`src/rtl/pipe_ctrl_pkg.sv`:
```
// Shared pause codes, zero word and FSM state encoding for the pipeline control unit.
package pipe_ctrl_pkg;

  localparam logic [2:0]  PAUSE_NONE = 3'd0;
  localparam logic [2:0]  PAUSE_PC   = 3'd1;
  localparam logic [2:0]  PAUSE_IF   = 3'd2;
  localparam logic [2:0]  PAUSE_ID   = 3'd3;
  localparam logic [31:0] ZERO_WORD  = 32'h0000_0000;

  typedef enum logic [1:0] {
    ST_RUN   = 2'd0,
    ST_FLUSH = 2'd1,
    ST_HALT  = 2'd2
  } state_e;

endpackage

```
`src/rtl/pipe_ctrl_wdog.sv`:
```
// Bus-wait watchdog: counts consecutive bus_wait_i cycles and pulses bus_err_o once at the timeout.
module pipe_ctrl_wdog #(
  parameter int BUS_TIMEOUT = 256
) (
  input  logic clk,
  input  logic rst_n,
  input  logic bus_wait_i,
  output logic bus_err_o
);

  localparam logic [15:0] TO_MAX  = 16'(BUS_TIMEOUT);
  localparam logic [15:0] TO_LAST = 16'(BUS_TIMEOUT - 1);

  logic [15:0] to_cnt_q, to_cnt_d;

  // Saturating at TO_MAX keeps the pulse comparison false until the wait ends.
  always_comb begin
    to_cnt_d = to_cnt_q;
    if (!bus_wait_i)
      to_cnt_d = 16'd0;
    else if (to_cnt_q != TO_MAX)
      to_cnt_d = to_cnt_q + 16'd1;
  end

  always_ff @(posedge clk or negedge rst_n) begin
    if (!rst_n) to_cnt_q <= 16'd0;
    else        to_cnt_q <= to_cnt_d;
  end

  assign bus_err_o = bus_wait_i & (to_cnt_q == TO_LAST);

endmodule

```
`src/rtl/pipe_ctrl.sv`:
```
// Pipeline control: merges jump, stall, halt and bus-wait into one pause code plus PC redirect.
// Optional stall-cycle performance counter enabled by defining PIPE_CTRL_PERF_EN.
module pipe_ctrl
  import pipe_ctrl_pkg::*;
#(
  parameter int FLUSH_CYC   = 2,
  parameter int BUS_TIMEOUT = 256
) (
  input  logic        clk,
  input  logic        rst_n,
  input  logic        jump_req_i,
  input  logic [31:0] jump_addr_i,
  input  logic        div_busy_i,
  input  logic        bus_wait_i,
  input  logic        halt_req_i,
  output logic [2:0]  pause_flag_o,
  output logic        jump_flag_o,
  output logic [31:0] jump_addr_o,
  output logic        halted_o,
  output logic        bus_err_o,
  output logic [31:0] stall_cnt_o
);

  localparam logic [3:0] FLUSH_INIT = 4'(FLUSH_CYC - 1);

  state_e      state_q, state_d;
  logic [3:0]  flush_cnt_q, flush_cnt_d;
  logic [2:0]  pause_flag;
  logic        jump_flag;
  logic [31:0] jump_addr;
  logic        stall;

  assign stall = div_busy_i | bus_wait_i;

  always_comb begin
    state_d     = state_q;
    flush_cnt_d = flush_cnt_q;
    pause_flag  = PAUSE_NONE;
    jump_flag   = 1'b0;
    jump_addr   = ZERO_WORD;
    case (state_q)
      ST_RUN: begin
        if (jump_req_i) begin
          jump_flag  = 1'b1;
          jump_addr  = jump_addr_i;
          pause_flag = PAUSE_ID;
          // The jump cycle itself is the first squash cycle.
          if (FLUSH_CYC > 1) begin
            state_d     = ST_FLUSH;
            flush_cnt_d = FLUSH_INIT;
          end
        end else if (stall) begin
          pause_flag = PAUSE_ID;
        end else if (halt_req_i) begin
          state_d = ST_HALT;
        end
      end
      ST_FLUSH: begin
        pause_flag = PAUSE_ID;
        if (flush_cnt_q <= 4'd1) begin
          state_d     = ST_RUN;
          flush_cnt_d = 4'd0;
        end else begin
          flush_cnt_d = flush_cnt_q - 4'd1;
        end
      end
      ST_HALT: begin
        pause_flag = PAUSE_ID;
        if (!halt_req_i) state_d = ST_RUN;
      end
      default: state_d = ST_RUN;
    endcase
    // Combinational paths must not leak input activity while reset is held.
    if (!rst_n) begin
      pause_flag = PAUSE_NONE;
      jump_flag  = 1'b0;
      jump_addr  = ZERO_WORD;
    end
  end

  always_ff @(posedge clk or negedge rst_n) begin
    if (!rst_n) begin
      state_q     <= ST_RUN;
      flush_cnt_q <= 4'd0;
    end else begin
      state_q     <= state_d;
      flush_cnt_q <= flush_cnt_d;
    end
  end

  assign pause_flag_o = pause_flag;
  assign jump_flag_o  = jump_flag;
  assign jump_addr_o  = jump_addr;
  assign halted_o     = (state_q == ST_HALT);

  pipe_ctrl_wdog #(
    .BUS_TIMEOUT(BUS_TIMEOUT)
  ) u_wdog (
    .clk       (clk),
    .rst_n     (rst_n),
    .bus_wait_i(bus_wait_i),
    .bus_err_o (bus_err_o)
  );

`ifdef PIPE_CTRL_PERF_EN
  logic [31:0] stall_cnt_q, stall_cnt_d;

  always_comb begin
    stall_cnt_d = stall_cnt_q;
    if ((pause_flag != PAUSE_NONE) && (stall_cnt_q != 32'hFFFF_FFFF))
      stall_cnt_d = stall_cnt_q + 32'd1;
  end

  always_ff @(posedge clk or negedge rst_n) begin
    if (!rst_n) stall_cnt_q <= 32'd0;
    else        stall_cnt_q <= stall_cnt_d;
  end

  assign stall_cnt_o = stall_cnt_q;
`else
  assign stall_cnt_o = ZERO_WORD;
`endif

endmodule

```
`config.mk`:
```
export PLATFORM = sky130hd
export DESIGN_NAME = pipe_ctrl
export DESIGN_NICKNAME = d
export VERILOG_FILES = /design/src/rtl/pipe_ctrl_pkg.sv /design/src/rtl/pipe_ctrl_wdog.sv /design/src/rtl/pipe_ctrl.sv
export SDC_FILE = /design/constraint.sdc
export NUM_CORES = 1
export LEC_CHECK = 0
export CORE_ASPECT_RATIO = 1.4
export CORE_MARGIN = 1.5
export CORE_UTILIZATION = 30
export DETAILED_ROUTE_END_ITERATION = 12
export GPL_TIMING_DRIVEN = 0
export HOLD_SLACK_MARGIN = 0.06
export PLACE_DENSITY = 0.66
export SLEW_MARGIN = 20
export SYNTH_ARGS = -nofsm -noshare
export SYNTH_HDL_FRONTEND = slang
export SYNTH_SLANG_ARGS = --single-unit
```
`constraint.sdc`:
```
create_clock -name clk -period 1.7 [get_ports clk]
set_clock_uncertainty 0.2 [all_clocks]
set_input_delay 0.17 -clock clk [delete_from_list [all_inputs] [get_ports clk]]
set_output_delay 0.17 -clock clk [all_outputs]
set_load 0.005 [all_outputs]
```
==> results_dict.tcl, run 1 <==
# yosys + openroad results
set metrics [dict create \
    htree_levels 1 \
    dp_cells 398 \
    status "finished, violations left" \
    cts_root_buffer "clkbuf_8" \
    reg_top3 "u_wdog.to_cnt_q x16, flush_cnt_q x4, state_q x2" \
    hpwl_um 4047 \
    cp_slowest_cell "dfrtp_1" \
    crit_required_ns 1.33 \
    sh_seq_area_pct 15.16 \
    cts_buffers 3 \
    fin_tns_setup_ns -7.244 \
    leakage_nw 1.799 \
    fin_ws_ns -0.2638 \
    endpoint_kind "output port" \
    vias 2068 \
    cp-startpoint "state_q[1]$_DFFE_PN0P_" \
    ys_sh_aoi_pct 8.104 \
    mux_share_pct 0 \
    cts_tree "built" \
    finalClockPeriodUsage_pct 115.5 \
    area_share_nonclk_buffers_pct 40.36 \
    synthDominantCellAreaShare_pct 29.47 \
    dieArea_mm2 0.006716 \
    area_delta_synth_final_pct 95.31 \
    ys.flop_type "dfrtp_1" \
    top_cell "and2_1" \
    numSynthFlops 22 \
    nets 424 \
    violations "negative setup slack" \
    cts_setup_buffers 30 \
    die_y_um 96.37 \
    setup_viol 37 \
]
run_1/io_fan.png
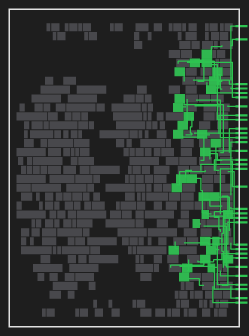
legend:
  green:
    port: jump_addr_o
    bits: 32
    direction: output
    edge: right
    end_cells: 32
    wire: 706 um

run_1/layer_met1.png
Supply wires on this layer in gray.
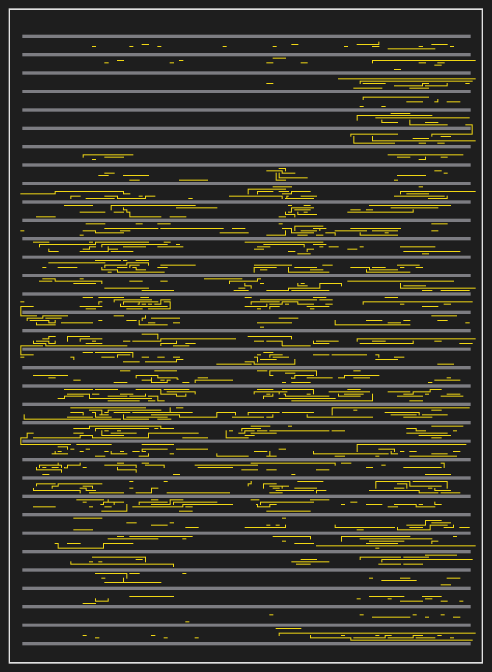
nets with wire on the layer: 355
share of all routed wire: 35%
main direction: horizontal
wire length on this layer: 2350 um

run_1/placement_by_type.png
Scale bar: 20 um. Fill, decap, tap and diode cells in gray.
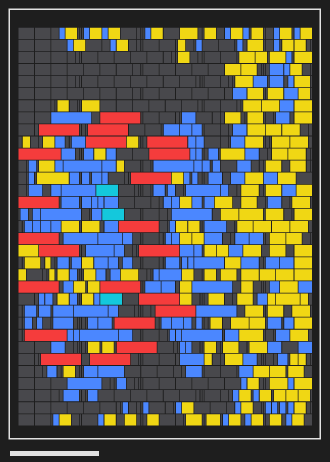
legend:
  red:
    class: flops
    cells: 22
    share_of_their_area: 16%
  cyan:
    class: clock drivers
    cells: 3
    share_of_their_area: 1.2%
  blue:
    class: combinational and other logic
    cells: 191
    share_of_their_area: 42%
  yellow:
    class: other buffers and delay cells
    cells: 160
    share_of_their_area: 41%

run_1/cell_density.png
The die is cut into 7 by 10 equal tiles; white is low, dark blue is high, 0 to 100% covered.
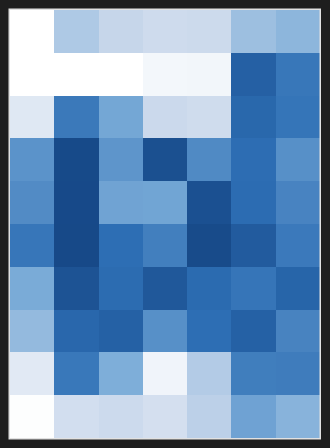
mean over tiles: 53%
fullest tile: 90%
tiles over 75% full: 29%
nearly empty tiles: 7.1%
Final Core Density: 61.36%
core area: 0.005946 mm2
fp util: 31.42%

run_1/congestion.png
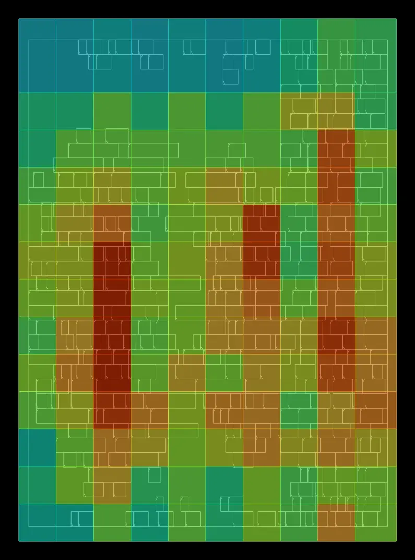

==> inputs of run 2 (changes only) <==
==> constraint.sdc (replaced) <==
create_clock -name clk -period 1.7 [get_ports clk]
set_clock_uncertainty 0.2 [all_clocks]
set_input_delay 0.17 -clock clk [delete_from_list [all_inputs] [get_ports clk]]
set_output_delay 0.17 -clock clk [all_outputs]
set_load 0.05 [all_outputs]
run_2/congestion.png
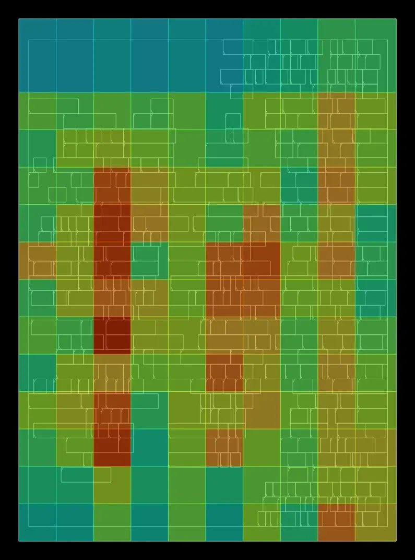
M1 GR Usage: 17.95%
global-route track usage on met3: 3.141%
routed length per placed instance: 13.78 um

run_2/cell_density.png
The die is cut into 7 by 10 equal tiles; white is low, dark blue is high, 0 to 100% covered.
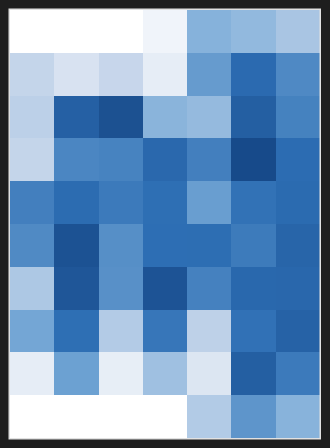
tiles over 75% full: 27%
mean over tiles: 52%
nearly empty tiles: 10%
Final Core Density: 59.89%

run_2/io_fan.png
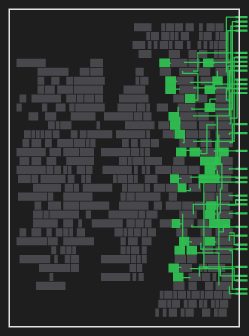
legend:
  green:
    port: jump_addr_o
    bits: 32
    direction: output
    edge: right
    end_cells: 32
    wire: 640 um

==> run 2 against run 1 <==
Effect of this change: the run still ends with negative setup slack left; non-clock buffer count shrank 21; utilization down 1.5 points; count of clock-buffer cells in the layout increased by 1; design area is 2.4% lower; sequential power rose by 2%; routed wire length decreased by 12%; die size unchanged; worst setup slack improved by 0.010 ns; largest power group unchanged.
==> results_dict.tcl, run 2 <==
# yosys + openroad results
set metrics [dict create \
    reg_top3 "u_wdog.to_cnt_q x16, flush_cnt_q x4, state_q x2" \
    dp_cells 398 \
    area_delta_synth_final_pct 90.62 \
    crit_required_ns 1.33 \
    top_cell "and2_1" \
    vias 1932 \
    hpwl_um 4168 \
    synthDominantCellAreaShare_pct 29.47 \
    cts_setup_buffers 12 \
    area_share_nonclk_buffers_pct 39.56 \
    cts_tree "built" \
    finalClockPeriodUsage_pct 114.9 \
    nets 403 \
    leakage_nw 1.683 \
    die_y_um 96.37 \
    htree_levels 1 \
    violations "negative setup slack" \
    floorplan.core_util_pct 31.42 \
    fin_tns_setup_ns -7.809 \
    cts_root_buffer "clkbuf_8" \
    status "finished, violations left" \
    ys_sh_aoi_pct 8.104 \
    numSynthFlops 22 \
    dieArea_mm2 0.006716 \
    fin_ws_ns -0.2537 \
    cp-startpoint "state_q[0]$_DFFE_PN0P_" \
    setup_viol 36 \
]
No activity file was given, so power comes from the tool's default toggle rates.
